==> config.mk <==
export PLATFORM = sky130hd
export DESIGN_NAME = spi_adc_reader_flat
export DESIGN_NICKNAME = d
export VERILOG_FILES = /design/src/rtl/spi_adc_reader_pkg.sv /design/src/rtl/spi_adc_reader_if.sv /design/src/rtl/spi_adc_reader_tick_gen.sv /design/src/rtl/spi_adc_reader.sv /design/src/flat_wrapper.sv
export SDC_FILE = /design/constraint.sdc
export NUM_CORES = 1
export LEC_CHECK = 0
export CAP_MARGIN = 20
export CORE_MARGIN = 4
export CORE_UTILIZATION = 50
export DETAILED_ROUTE_END_ITERATION = 10
export PLACE_DENSITY = 0.69
export SYNTH_ARGS = -nofsm -noshare
export SYNTH_HDL_FRONTEND = slang
export SYNTH_SLANG_ARGS = --single-unit
==> constraint.sdc <==
create_clock -name sysclk -period 2.6 [get_ports sysclk]
set_input_delay 0.52 -clock sysclk [delete_from_list [all_inputs] [get_ports sysclk]]
set_output_delay 0.52 -clock sysclk [all_outputs]
set_load 0.02 [all_outputs]
==> src/rtl/spi_adc_reader_pkg.sv <==
// Shared state type, frame geometry and command bits for the MCP3002 reader.
package adc_pkg;

    typedef enum logic [1:0] {IDLE, SETUP, SHIFT, DONE} state_e;

    localparam int          SAMPLE_W       = 10;
    localparam logic [4:0]  FRAME_BITS     = 5'd16;
    localparam logic [4:0]  FIRST_DATA_BIT = 5'd6;
    localparam logic [4:0]  LAST_DATA_BIT  = 5'd15;

    localparam logic CMD_START = 1'b1;
    localparam logic CMD_SGL   = 1'b1;
    localparam logic CMD_MSBF  = 1'b1;

    // MOSI level for frame bit pos (1-based); everything past MSBF is zero.
    function automatic logic cmd_bit(input logic [4:0] pos, input logic channel);
        case (pos)
            5'd1:    cmd_bit = CMD_START;
            5'd2:    cmd_bit = CMD_SGL;
            5'd3:    cmd_bit = channel;
            5'd4:    cmd_bit = CMD_MSBF;
            default: cmd_bit = 1'b0;
        endcase
    endfunction

endpackage

==> src/rtl/spi_adc_reader_if.sv <==
// SPI pins plus the sample output toward the audio processor.
interface spi_adc_reader_if;
    import adc_pkg::*;

    logic                adc_cs_n;
    logic                adc_sck;
    logic                adc_mosi;
    logic                adc_miso;
    logic                data_valid;
    logic [SAMPLE_W-1:0] data_out;

    modport master (
        output adc_cs_n, adc_sck, adc_mosi, data_valid, data_out,
        input  adc_miso
    );

    modport slave (
        input  adc_cs_n, adc_sck, adc_mosi, data_valid, data_out,
        output adc_miso
    );
endinterface

==> src/rtl/spi_adc_reader_tick_gen.sv <==
// Modulo-PERIOD counter with a registered one-cycle pulse at wrap; clr holds it at zero.
module tick_gen #(
    parameter int PERIOD = 2
) (
    input  logic clk,
    input  logic rst_n,
    input  logic clr,
    output logic tick
);
    localparam int          W    = (PERIOD > 1) ? $clog2(PERIOD) : 1;
    localparam logic [W-1:0] LAST = W'(PERIOD - 1);

    logic [W-1:0] cnt_q, cnt_d;
    logic         tick_q, tick_d;

    always_comb begin
        cnt_d  = '0;
        tick_d = 1'b0;
        if (!clr) begin
            tick_d = (cnt_q == LAST);
            cnt_d  = (cnt_q == LAST) ? '0 : cnt_q + W'(1);
        end
    end

    always_ff @(posedge clk or negedge rst_n) begin
        if (!rst_n) begin
            cnt_q  <= '0;
            tick_q <= 1'b0;
        end else begin
            cnt_q  <= cnt_d;
            tick_q <= tick_d;
        end
    end

    assign tick = tick_q;
endmodule

==> src/rtl/spi_adc_reader.sv <==
// Periodic MCP3002 reader: sample-rate tick, mode-0 SPI master, 10-bit result latch.
module spi_adc_reader
    import adc_pkg::*;
#(
    parameter int CLK_DIV    = 25,
    parameter int SAMPLE_DIV = 5000,
    parameter bit CHANNEL    = 1'b0
) (
    input  logic             sysclk,
    input  logic             rst_n,
    spi_adc_reader_if.master bus
);
    if (CLK_DIV < 1) begin : g_bad_clk_div
        $error("CLK_DIV must be at least 1");
    end
    if (SAMPLE_DIV <= 34 * CLK_DIV) begin : g_bad_sample_div
        $error("SAMPLE_DIV must exceed 34*CLK_DIV");
    end

    state_e              state_q, state_d;
    logic                cs_n_q, cs_n_d;
    logic                sck_q, sck_d;
    logic                mosi_q, mosi_d;
    logic [4:0]          bit_cnt_q, bit_cnt_d;
    logic [SAMPLE_W-1:0] shreg_q, shreg_d;
    logic [SAMPLE_W-1:0] dout_q, dout_d;
    logic                dv_q, dv_d;

    logic       smp_tick, half_tick, half_clr;
    logic [4:0] nxt_bit;

    assign nxt_bit  = bit_cnt_q + 5'd1;
    // Half-period counter starts on the tick cycle itself so rising edge 1 lands CLK_DIV after CS falls.
    assign half_clr = !(state_d == SETUP || state_d == SHIFT);

    tick_gen #(.PERIOD(SAMPLE_DIV)) u_smp_tick (
        .clk(sysclk), .rst_n(rst_n), .clr(1'b0), .tick(smp_tick)
    );

    tick_gen #(.PERIOD(CLK_DIV)) u_half_tick (
        .clk(sysclk), .rst_n(rst_n), .clr(half_clr), .tick(half_tick)
    );

    always_comb begin
        state_d   = state_q;
        cs_n_d    = cs_n_q;
        sck_d     = sck_q;
        mosi_d    = mosi_q;
        bit_cnt_d = bit_cnt_q;
        shreg_d   = shreg_q;
        dout_d    = dout_q;
        dv_d      = dv_q;
        case (state_q)
            IDLE: begin
                if (smp_tick) begin
                    state_d   = SETUP;
                    cs_n_d    = 1'b0;
                    dv_d      = 1'b0;
                    bit_cnt_d = '0;
                    mosi_d    = cmd_bit(5'd1, CHANNEL);
                end
            end
            SETUP, SHIFT: begin
                // Wait one cycle after falling edge 16 before releasing CS.
                if (state_q == SHIFT && bit_cnt_q == FRAME_BITS && !sck_q) begin
                    state_d = DONE;
                    cs_n_d  = 1'b1;
                    dout_d  = shreg_q;
                    dv_d    = 1'b1;
                end else if (half_tick) begin
                    if (!sck_q) begin
                        state_d   = SHIFT;
                        sck_d     = 1'b1;
                        bit_cnt_d = nxt_bit;
                        if (nxt_bit >= FIRST_DATA_BIT && nxt_bit <= LAST_DATA_BIT)
                            shreg_d = {shreg_q[SAMPLE_W-2:0], bus.adc_miso};
                    end else begin
                        sck_d  = 1'b0;
                        mosi_d = cmd_bit(nxt_bit, CHANNEL);
                    end
                end
            end
            DONE: state_d = IDLE;
            default: state_d = IDLE;
        endcase
    end

    always_ff @(posedge sysclk or negedge rst_n) begin
        if (!rst_n) begin
            state_q   <= IDLE;
            cs_n_q    <= 1'b1;
            sck_q     <= 1'b0;
            mosi_q    <= 1'b0;
            bit_cnt_q <= '0;
            shreg_q   <= '0;
            dout_q    <= '0;
            dv_q      <= 1'b0;
        end else begin
            state_q   <= state_d;
            cs_n_q    <= cs_n_d;
            sck_q     <= sck_d;
            mosi_q    <= mosi_d;
            bit_cnt_q <= bit_cnt_d;
            shreg_q   <= shreg_d;
            dout_q    <= dout_d;
            dv_q      <= dv_d;
        end
    end

    assign bus.adc_cs_n   = cs_n_q;
    assign bus.adc_sck    = sck_q;
    assign bus.adc_mosi   = mosi_q;
    assign bus.data_valid = dv_q;
    assign bus.data_out   = dout_q;
endmodule
==> src/flat_wrapper.sv <==
// flat-port wrapper written by rule: the top's interface ports become plain ports
module spi_adc_reader_flat import adc_pkg::*;
#(
    parameter int CLK_DIV    = 25,
    parameter int SAMPLE_DIV = 5000,
    parameter bit CHANNEL    = 1'b0
)
  (sysclk, rst_n, bus_adc_cs_n, bus_adc_sck, bus_adc_mosi, bus_data_valid, bus_data_out, bus_adc_miso);
  spi_adc_reader_if bus_i ();
  input  logic sysclk;
  input  logic rst_n;
  output wire logic [$bits(bus_i.adc_cs_n)-1:0] bus_adc_cs_n;
  output wire logic [$bits(bus_i.adc_sck)-1:0] bus_adc_sck;
  output wire logic [$bits(bus_i.adc_mosi)-1:0] bus_adc_mosi;
  output wire logic [$bits(bus_i.data_valid)-1:0] bus_data_valid;
  output wire logic [$bits(bus_i.data_out)-1:0] bus_data_out;
  input wire logic [$bits(bus_i.adc_miso)-1:0] bus_adc_miso;
  assign bus_adc_cs_n = bus_i.adc_cs_n;
  assign bus_adc_sck = bus_i.adc_sck;
  assign bus_adc_mosi = bus_i.adc_mosi;
  assign bus_data_valid = bus_i.data_valid;
  assign bus_data_out = bus_i.data_out;
  assign bus_i.adc_miso = bus_adc_miso;
  spi_adc_reader #(.CLK_DIV(CLK_DIV), .SAMPLE_DIV(SAMPLE_DIV), .CHANNEL(CHANNEL)) u_core (.sysclk(sysclk), .rst_n(rst_n), .bus(bus_i));
endmodule
### Clock nets, run 1

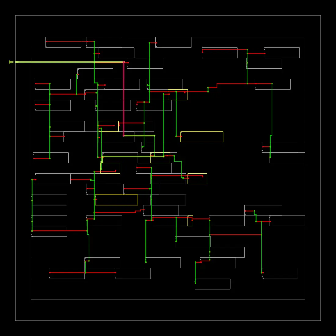
Num CTS Buffers: 5
flop count: 51
clk sinks: 51
Clk. pwr: 640 uW

### Placed cells, one color a class, run 1

Bar = 20 microns.
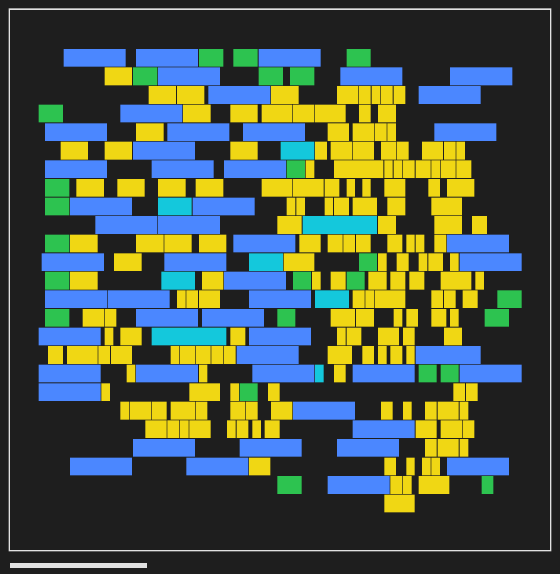
- cyan: clock drivers and dummy loads (cells 8; share of their area 4.6%)
- blue: sequential cells (cells 51; share of their area 45%)
- yellow: remaining logic cells (cells 176; share of their area 43%)
- green: remaining buffers and delay cells (cells 24; share of their area 7.5%)
Finished Cell Area: 2940 sq um
fin util: 61.0%
sequential cell area share: 43.5%
core area: 4820 sq um

### Drive-strength map, run 1

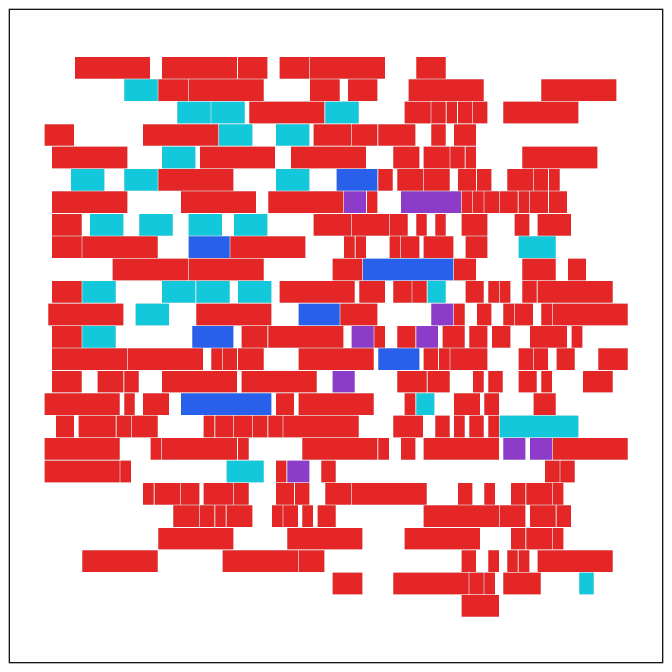
- blue: x6 and larger (cells 7; share 2.7%; most used clkbuf_8)
- cyan: x2 (cells 26; share 10%; most used mux2_2)
- red: x1 and smaller (cells 217; share 84%; most used dfrtp_1)
- purple: x3 and x4 (cells 9; share 3.5%; most used buf_4)
Non-clk bufs: 24
Final WS setup: 305 ps
area delta synth->final: 16.3%

[run 1: worst max-delay path: stages (launching register included)]
cell	delay [ps]
dfrtp_1	490
ha_1	300
xnor2_1	190
o32a_1	410
a211oi_4	240
buf_4	210
mux2_2	350
[run 1: cell families after synthesis]
group | count (synthesis) | synth area share [%]
AOI/OAI and AO/OA | 45 | 11.7
xor gates and xnor gates | 15 | 5.20
adders and majority gates | 10 | 4.95
buffers and inverters | 17 | 2.53
DFF | 51 | 50.6
muxes | 21 | 9.31
and+or+nand+nor | 73 | 15.7
[run 1: where the power goes]
group	switching [mW]	internal (mW)	total (mW)	leakage (nW)
Clock	0.255	0.385	0.640	0.0654
Combinational	0.0154	0.00382	0.0192	0.537
Sequential	0	0.792	0.792	0.695
==> GITHUB_STEP_SUMMARY, run 1 <==
## PnR job results

| Metric | Value |
|---|---|
| Status | finished, final reports clean |
| Most frequent cells in the layout | dfrtp_1, mux2_2, nand2_1, a21oi_1, clkdlybuf4s50_1 |
| VDD IR max | 0.000302 V |
| CTS clk-pin slew, worst paths | 100 ps |
| Worst setup path startpoint | u_core.bit_cnt_q[0]$_DFFE_PN0P_ |
| Clock-cell share | 4.51% |
| Final period util | 88.3% |
| Mapped Area | 2530 sq um |
| WL met1 | 2.42 mm |
| Data buffer area share | 7.32% |
| Initial antenna violation count | 0 |
| Yosys warning tally | 0 |
| Commonest flop | dfrtp_1 |
| Postcts setup bufs | 0 |
| Non-filler cells, final | 326 |
| # hold bufs at CTS | 0 |
| Via count | 1763 |
| Tightest Pin Transition | 702 ps |
| Latency at later pin | 290 ps |
| IO Pins | 17 |
| Antenna viol nets, final | 0 |
| Average wire per standard cell | 14.4 microns |
| Element type at the critical path end | flop |
| Pre-CTS setup slack | 336 ps |
| Data arrival, critical path | 2480 ps |
| Logic area | 1180 sq um |
| Crit-path max FO | 10 |
| Top cell type by instance count after synthesis | dfrtp_1 |
| First-pass GRT wire length | 8.52 mm |
| Sum of negative setup slack | 0 ps |
| Pin count of the biggest net entering global routing | 23 |
| FFs w/ async S/R, synth | 100% |
| Hold WS | 112 ps |
| Max-slew violations | 0 |
| Max-area cell class | sequential cells |
| Max-area cell share | 49.5% |
| Number of global-route vias before repair | 1797 |
| Placed cell count | 318 |
| Reg2reg end | u_core.shreg_q[6]$_DFFE_PN0P_ |
| FF+latch area | 1280 sq um |
| Synthesized Nets | 245 |
| Unique cell types | 42 |
| Synth area leader | dfrtp_1 |
| Row count | 25 |
| Total grt overflow | 0 |
| HPWL after DPL | 3.35 mm |
| Final net count | 271 |
| Met2 WL | 2.13 mm |
| YS chip area | 2530 sq um |
| FF-to-FF path depth | 6 |
| Count of state elements after synthesis | 51 |
| Initial DRT Pass Iterations | 4 |
| Met2 Resource Use GR | 24.4% |
| DR iter-0 viols | 109 |
| Final setup fails | 0 |
| GR Util met1 | 25.5% |
| DIE AREA | 6250 sq um |
| Static Leakage | 1.30 nW |
| Largest Register | u_core.u_smp_tick.cnt_q |
| Signal inverters | 12 |
| Tmin final | 2290 ps |
| Die Y | 79.1 microns |
| Port bufs | 16 |
| Dpl cell area | 2810 sq um |
| # Taps | 67 |
| Final Wtd Congestion | 0.833 |
| Antenna Cells | 0 |
| Worst flop-to-flop path startpoint | u_core.bit_cnt_q[0]$_DFFE_PN0P_ |
| Vias per inst | 5.41 |
| Clock buffers | 6 |
| Startpoint types | flop |
| Post-synth EDFFs | 0 |
| Top cells, area | dfrtp_1, mux2_2, ha_1 |
| Number of logic gates | 164 |
| Routed WL | 4.70 mm |
| FMAX | 436 MHz |
| GR Util met3 | 3.06% |
| Clock Skew | 9.54 ps |
| Top Layer Used | met4 |
| Top logic cell by instance count in the layout | dfrtp_1 |
| Total GRT Usage | 16.9% |
| P per Cell Area | 494 nW/um^2 |
| CP Class | flop to flop |
| Mapped Cells | 232 |
| Max_slew headroom | 52.8% |
| Htree depth | 2 |
| Worst reg2reg setup slack | 310 ps |
| Post-route DRC | 0 |
| Critical path endpoint | u_core.shreg_q[6]$_DFFE_PN0P_ |
| CTS Root Cell | clkbuf_8 |
| Comb/total area | 40.3% |
| DR WL met3 | 89 microns |
| Unrepaired setup endpoints after global routing | false |
| OpenROAD warnings | 32 |
==> run 2, diff against run 1 <==
Settings changed: CAP_MARGIN 20 to unset.
### Drive-strength map, run 2

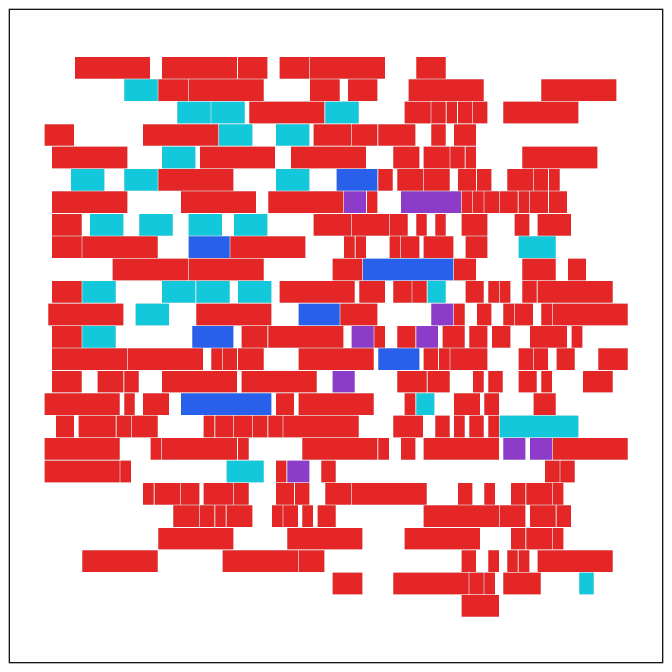
- purple: x3 and x4 (cells 9; share 3.5%; most used buf_4)
- cyan: x2 (cells 26; share 10%; most used mux2_2)
- blue: x6 and larger (cells 7; share 2.7%; most used clkbuf_8)
- red: x1 and smaller (cells 217; share 84%; most used dfrtp_1)

### Placed cells, one color a class, run 2

Bar = 20 microns.
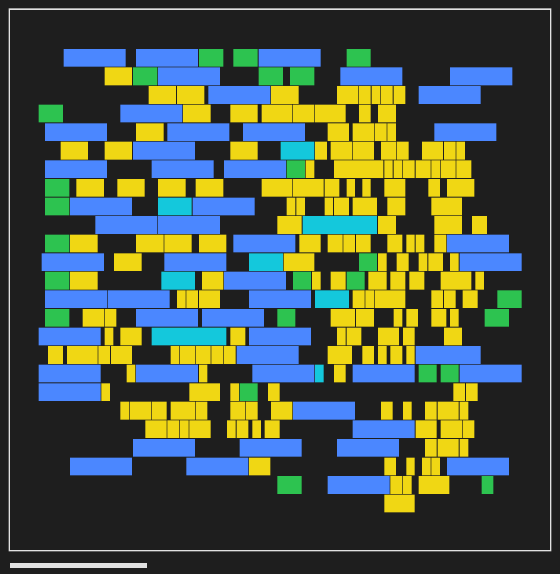
- yellow: remaining logic cells (cells 176; share of their area 43%)
- green: remaining buffers and delay cells (cells 24; share of their area 7.5%)
- cyan: clock drivers and dummy loads (cells 8; share of their area 4.6%)
- blue: sequential cells (cells 51; share of their area 45%)

==> GITHUB_STEP_SUMMARY, run 2 <==
## PnR job results

| Metric | Value |
|---|---|
| Vias per inst | 5.41 (unchanged) |
| CP Class | flop to flop |
| Static Leakage | 1.30 nW (unchanged) |
| Adder Area Share | 4.95% (unchanged) |
| FF-to-FF path depth | 6 (unchanged) |
| Latency at later pin | 290 ps (about the same) |
| Dpl cell area | 2810 sq um (unchanged) |
| Via count | 1763 (unchanged) |
| Gate power share | 1.3% (about the same) |
| Commonest flop | dfrtp_1 |
| OpenROAD warnings | 32 (unchanged) |
| WL met1 | 2.42 mm (unchanged) |
| Largest logic family | simple AND/OR/NAND/NOR gates |
| Clk sinks | 51 (unchanged) |
| Worst reg2reg setup slack | 310 ps (about the same) |
| DR WL met3 | 89 microns (unchanged) |
| Tmin final | 2290 ps (unchanged) |
| Count of state elements after synthesis | 51 (unchanged) |
| Post-synth EDFFs | 0 (unchanged) |
| Met2 Resource Use GR | 24.4% (unchanged) |
| CTS clk-pin slew, worst paths | 100 ps (about the same) |
| Port bufs | 16 (unchanged) |
| FMAX | 436 MHz (unchanged) |
| CTS Root Cell | clkbuf_8 |
| # hold bufs at CTS | 0 (unchanged) |
| Part of the power in registers | 54.6% (about the same) |
| Most frequent cells in the layout | dfrtp_1, mux2_2, nand2_1, a21oi_1, clkdlybuf4s50_1 |
| Core area | 4820 sq um (unchanged) |
| FFs w/ async S/R, synth | 100% (unchanged) |
| Die Y | 79.1 microns (unchanged) |
| NetSw | 271 uW (unchanged) |
| DR iter-0 viols | 109 (unchanged) |
| Htree depth | 2 (unchanged) |
| Average wire per standard cell | 14.4 microns (unchanged) |
| YS chip area | 2530 sq um (unchanged) |
| Logic area | 1180 sq um (unchanged) |
| Pint | 1.18 mW (unchanged) |
| Clock Skew | 9.54 ps (unchanged) |
| Worst flop-to-flop path startpoint | u_core.bit_cnt_q[0]$_DFFE_PN0P_ |
| Unique cell types | 42 (unchanged) |
| Initial antenna violation count | 0 (unchanged) |
| VDD IR max | 0.000302 V (unchanged) |
| Total grt overflow | 0 (unchanged) |
| Tightest Pin Transition | 702 ps (unchanged) |
| P_seq | 792 uW (about the same) |
| Element type at the critical path end | flop |
| Antenna viol nets, final | 0 (unchanged) |
| Synthesized Nets | 245 (unchanged) |
| Ao+oa area frac | 11.7% (unchanged) |
| Met2 WL | 2.13 mm (unchanged) |
| Routed WL | 4.70 mm (unchanged) |
| Total GRT Usage | 16.9% (unchanged) |
| Largest Register | u_core.u_smp_tick.cnt_q |
| Combinational power | 19.2 uW (about the same) |
| HPWL after DPL | 3.35 mm (unchanged) |
| Finished Cell Area | 2940 sq um (unchanged) |
| Num CTS Buffers | 5 (unchanged) |
| Yosys warning tally | 0 (unchanged) |
| Post-route DRC | 0 (unchanged) |
| Status | finished, final reports clean |
| P per Cell Area | 494 nW/um^2 (unchanged) |
| Non-filler cells, final | 326 (unchanged) |
| Mapped Cells | 232 (unchanged) |
| Pre-CTS setup slack | 336 ps (unchanged) |
| Reg2reg end | u_core.shreg_q[6]$_DFFE_PN0P_ |
| Crit-path max FO | 10 (unchanged) |
| DIE AREA | 6250 sq um (unchanged) |
| Unrepaired setup endpoints after global routing | false |
| Fin util | 61.0% (unchanged) |
| Area delta synth->final | 16.3% (unchanged) |
| Pin count of the biggest net entering global routing | 23 (unchanged) |
| Data arrival, critical path | 2480 ps (about the same) |
| Max-slew violations | 0 (unchanged) |
| Switching share of power | 18.6% (unchanged) |
| Top cell type by instance count after synthesis | dfrtp_1 |
| Startpoint types | flop |
| Antenna Cells | 0 (unchanged) |
| Final WS setup | 305 ps (unchanged) |
| Hold WS | 112 ps (unchanged) |
| Max power group | sequential cells |
| GR Util met3 | 3.06% (unchanged) |
| Worst setup path startpoint | u_core.bit_cnt_q[0]$_DFFE_PN0P_ |
| Initial DRT Pass Iterations | 4 (unchanged) |
| Critical path endpoint | u_core.shreg_q[6]$_DFFE_PN0P_ |
[run 2: cell counts after synthesis]
No cell type changed its count.
[run 2: cell type report]
cell class              instances  share of cell area [%]
clock buffers                   6                    2.47
clock inverters                 2                    2.04
inverters                      12                    1.53
multi-input cells             164                    40.3
flip-flops and latches         51                    43.5
well taps                      67                    2.85
repair buffers                 24                    7.32
[run 2: worst max-delay path: stages, from the launching register on]
cell and delay [ps]:
dfrtp_1 490, ha_1 300, xnor2_1 190, o32a_1 410
a211oi_4 240, buf_4 210, mux2_2 350
[run 2: logic make-up after synthesis]
logic type      after synthesis
compound gates               45
xor+xnor                     15
fa+ha+maj                    10
buf+inv                      17
flops                        51
mux                          21
simple gates                 73
### Metal 1, run 2

Supply wires on this layer in gray. Cells faint in the background.
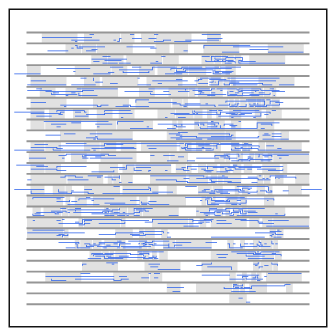

==> run 3, diff against run 2 <==
Settings changed: CTS_CLUSTER_SIZE set to 25.
Clock period 2.6 ns to 2.7 ns, I/O delays scaled along.
### Metal 1, run 3

Supply wires on this layer in gray. Cells faint in the background.
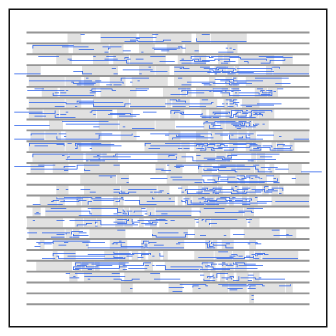
- wire length on this layer: 2380 microns
- nets with wire on the layer: 246

### Drive-strength map, run 3

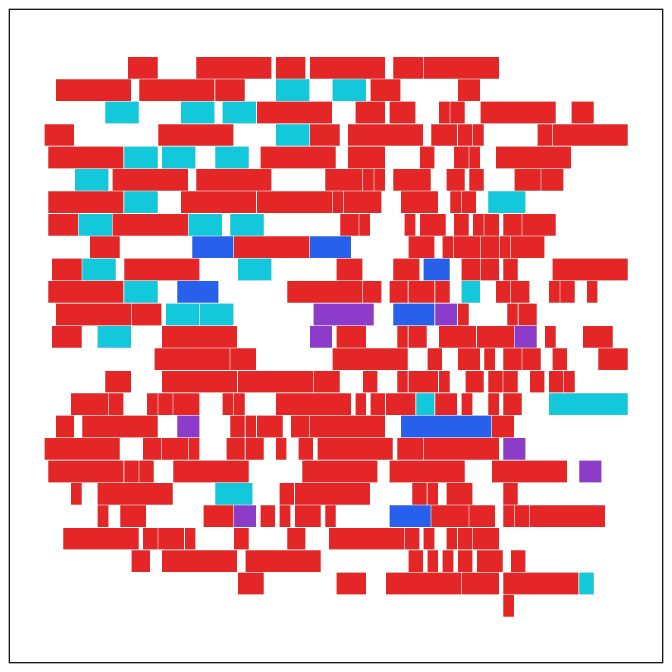
- cyan: x2 (cells 26; share 10%; most used mux2_2)
- blue: x6 and larger (cells 7; share 2.7%; most used clkbuf_8)
- red: x1 and smaller (cells 216; share 84%; most used dfrtp_1)
- purple: x3 and x4 (cells 8; share 3.1%; most used buf_4)

==> GITHUB_STEP_SUMMARY, run 3 <==
## PnR job results

| Metric | Value |
|---|---|
| Startpoint types | flop |
| Max-area cell class | sequential cells |
| Max Cap Viol | 0 |
| TritonCTS clock tree | yes |
| Data arrival, critical path | 2620 ps (+140 ps) |
| Count of state elements after synthesis | 51 (unchanged) |
| Max-area cell share | 49.5% |
| Reg2reg end | u_core.shreg_q[3]$_DFFE_PN0P_ |
| Total grt overflow | 0 (unchanged) |
| Num CTS Buffers | 5 (unchanged) |
| Max_slew headroom | 52.8% |
| Tightest Pin Transition | 702 ps (+0.117 ps) |
| First-pass GRT wire length | 8.28 mm |
| IO Pins | 17 |
| DR iter-0 viols | 124 (+14%) |
| Antenna viol nets, final | 0 (unchanged) |
| # hold bufs at CTS | 0 (unchanged) |
| # Taps | 67 (unchanged) |
| Max reg flops | 13 |
| GR Util met1 | 25.4% |
| Latency at later pin | 300 ps (about the same) |
| Worst setup path startpoint | u_core.bit_cnt_q[0]$_DFFE_PN0P_ |
| Area delta synth->final | 15.1% |
| Worst flop-to-flop path startpoint | u_core.bit_cnt_q[0]$_DFFE_PN0P_ |
| Final setup fails | 0 |
| VDD IR max | 0.000314 V (+4.0%) |
| Via count | 1783 (+1.1%) |
| Port bufs | 16 (unchanged) |
| Non-filler cells, final | 324 (-0.61%) |
| Placed cell count | 316 |
| Yosys warning tally | 0 (unchanged) |
| Resized cells post-CTS | 0 |
| Unrepaired setup endpoints after global routing | false |
| Sum of negative setup slack | 0 ps |
| Synth Area in XOR/XNOR | 5.20% |
| Unique cell types | 42 (unchanged) |
| Final Total Pwr | 1.33 mW |
| Met2 Resource Use GR | 24.0% (-0.42 points) |
| Final period util | 90.0% |
| Final Wtd Congestion | 0.883 |
| Worst Path Buf+Inv | 0 (-1) |
| Top cells, area | dfrtp_1, mux2_2, ha_1 |
| Final WS setup | 270 ps (-35.1 ps) |
| Clock-cell share | 3.96% (-0.55 points) |
| Mux frac, synth | 9.31% |
| Post-synthesis simple-gate area fraction | 15.7% |
| Critical path depth | 5 (-1) |
| GR Util met3 | 3.29% (+0.23 points) |
| Largest Register | u_core.u_smp_tick.cnt_q |
| Vias per inst | 5.50 (+1.8%) |
| Worst hold path class | primary input to asynchronous set/reset pin |
| Post-synth EDFFs | 0 (unchanged) |
| Width of the chip | 79.1 microns |
| Post-route DRC | 0 (unchanged) |
| Most frequent cells in the layout | dfrtp_1, mux2_2, nand2_1, a21oi_1, clkdlybuf4s50_1 |
| Critical path endpoint | u_core.shreg_q[3]$_DFFE_PN0P_ |
| Signal inverters | 12 (unchanged) |
| Antenna Cells | 0 (unchanged) |
| DIE AREA | 6250 sq um (unchanged) |
| Core area | 4820 sq um (unchanged) |
| FF-to-FF path depth | 5 (-1) |
| Non-clk bufs | 22 (-8.3%) |
| Clock buffers | 5 (-1) |
| Total GRT Usage | 16.6% (-0.31 points) |
| Logic area | 1180 sq um (unchanged) |
| Max-slew violations | 0 (unchanged) |
| Tally of filler cells in the layout | 430 |
| FFs w/ async S/R, synth | 100% (unchanged) |
| Clock Skew | 6.31 ps (-3.23 ps) |
| Htree depth | 2 (unchanged) |
| Slowest cell on crit path | a211oi_4 |
| Largest logic family | simple AND/OR/NAND/NOR gates |
| Critical path, cell by cell | ha_1 > xnor2_1 > o311ai_0 > a211oi_4 > mux2_2 |
| Clk sinks | 51 (unchanged) |
| Flop count | 51 (unchanged) |
| Row count | 25 |
| Top logic cell by instance count in the layout | dfrtp_1 |
| CTS clk-pin slew, worst paths | 100 ps (about the same) |
| Worst reg2reg setup slack | 270 ps (-40 ps) |
| Data buffer area share | 6.89% (-0.43 points) |
| FF+latch area | 1280 sq um |
| Worst path required time | 2890 ps |
| Number of logic gates | 164 (unchanged) |
| CP Class | flop to flop |
| Fp util | 52.4% |
| Average wire per standard cell | 14.6 microns (+1.1%) |
| Mapped Cells | 232 (unchanged) |
| Tmin final | 2430 ps (+135 ps) |
| Synthesized Nets | 245 (unchanged) |
| Number of global-route vias before repair | 1701 |
| P per Cell Area | 459 nW/um^2 (-7.0%) |
| Static Leakage | 1.28 nW (-1.6%) |
| Comb/total area | 40.8% (+0.45 points) |
| Layout cell share with drive strength beyond 1 | 16.0% |
| CTS Root Cell | clkbuf_8 |
| Pre-CTS setup slack | 274 ps (-62.5 ps) |
| Element type at the critical path end | flop |
| Postcts setup bufs | 0 |
| OpenROAD warnings | 32 (unchanged) |
| Top cell type by instance count after synthesis | dfrtp_1 |
| CTS Buffer Depth | 2 |
| Yosys Instances | 232 |
| HPWL after DPL | 3.37 mm (+0.80%) |
| Routed WL | 4.72 mm (+0.49%) |
| Commonest flop | dfrtp_1 |
| FMAX | 412 MHz (-5.6%) |
| Synth area leader | dfrtp_1 |
| Ao+oa area frac | 11.7% (unchanged) |
| Die Y | 79.1 microns (unchanged) |
| YS chip area | 2530 sq um (unchanged) |
| Crit-path max FO | 10 (unchanged) |
| Initial antenna violation count | 0 (unchanged) |
| Crit-path max cell delay | 570 ps (+80 ps) |
| Pin count of the biggest net entering global routing | 21 (-8.7%) |
| Initial DRT Pass Iterations | 4 (unchanged) |
| Final net count | 269 |
| CP top delay family | AND-OR/OR-AND gates |
| Adder Area Share | 4.95% (unchanged) |
| GRT Max-Usage Layer | met1 |
| Sequential cell area share | 44.0% (+0.49 points) |
| Status | finished, final reports clean |
| Syn Area/Cell | 10.9 sq um |
==> run 3: cell counts after synthesis <==
No cell type changed its count.
==> run 3: per-layer routing <==
layer | part of all wire (%) | vias to the layer above
li1 | - | 874
met1 | 50 | 870
met2 | 45 | 34
met3 | 3.5 | 5
met4 | 0.85 | 0
met5 | 0 | -
==> run 3: through the flow <==
step / hold WS [ps] / instance area [sq um] / util [%]
finish: 162 / 2910 / 60.3
global route: 181 / 2910 / 60.3
CTS: 179 / 2910 / 60.3
detailed placement: 462 / 2790 / 57.9
global placement: 449 / 2790 / 57.9
floorplan: 244 / 2530 / -
==> run 3: power breakdown <==
group	switching, mW	internal, mW	leakage, nW	total [mW]
Sequential	0	0.763	0.695	0.763
Clock	0.273	0.280	0.0548	0.553
Combinational	0.0148	0.00367	0.527	0.0184
Power and IR drop assume default switching activity.
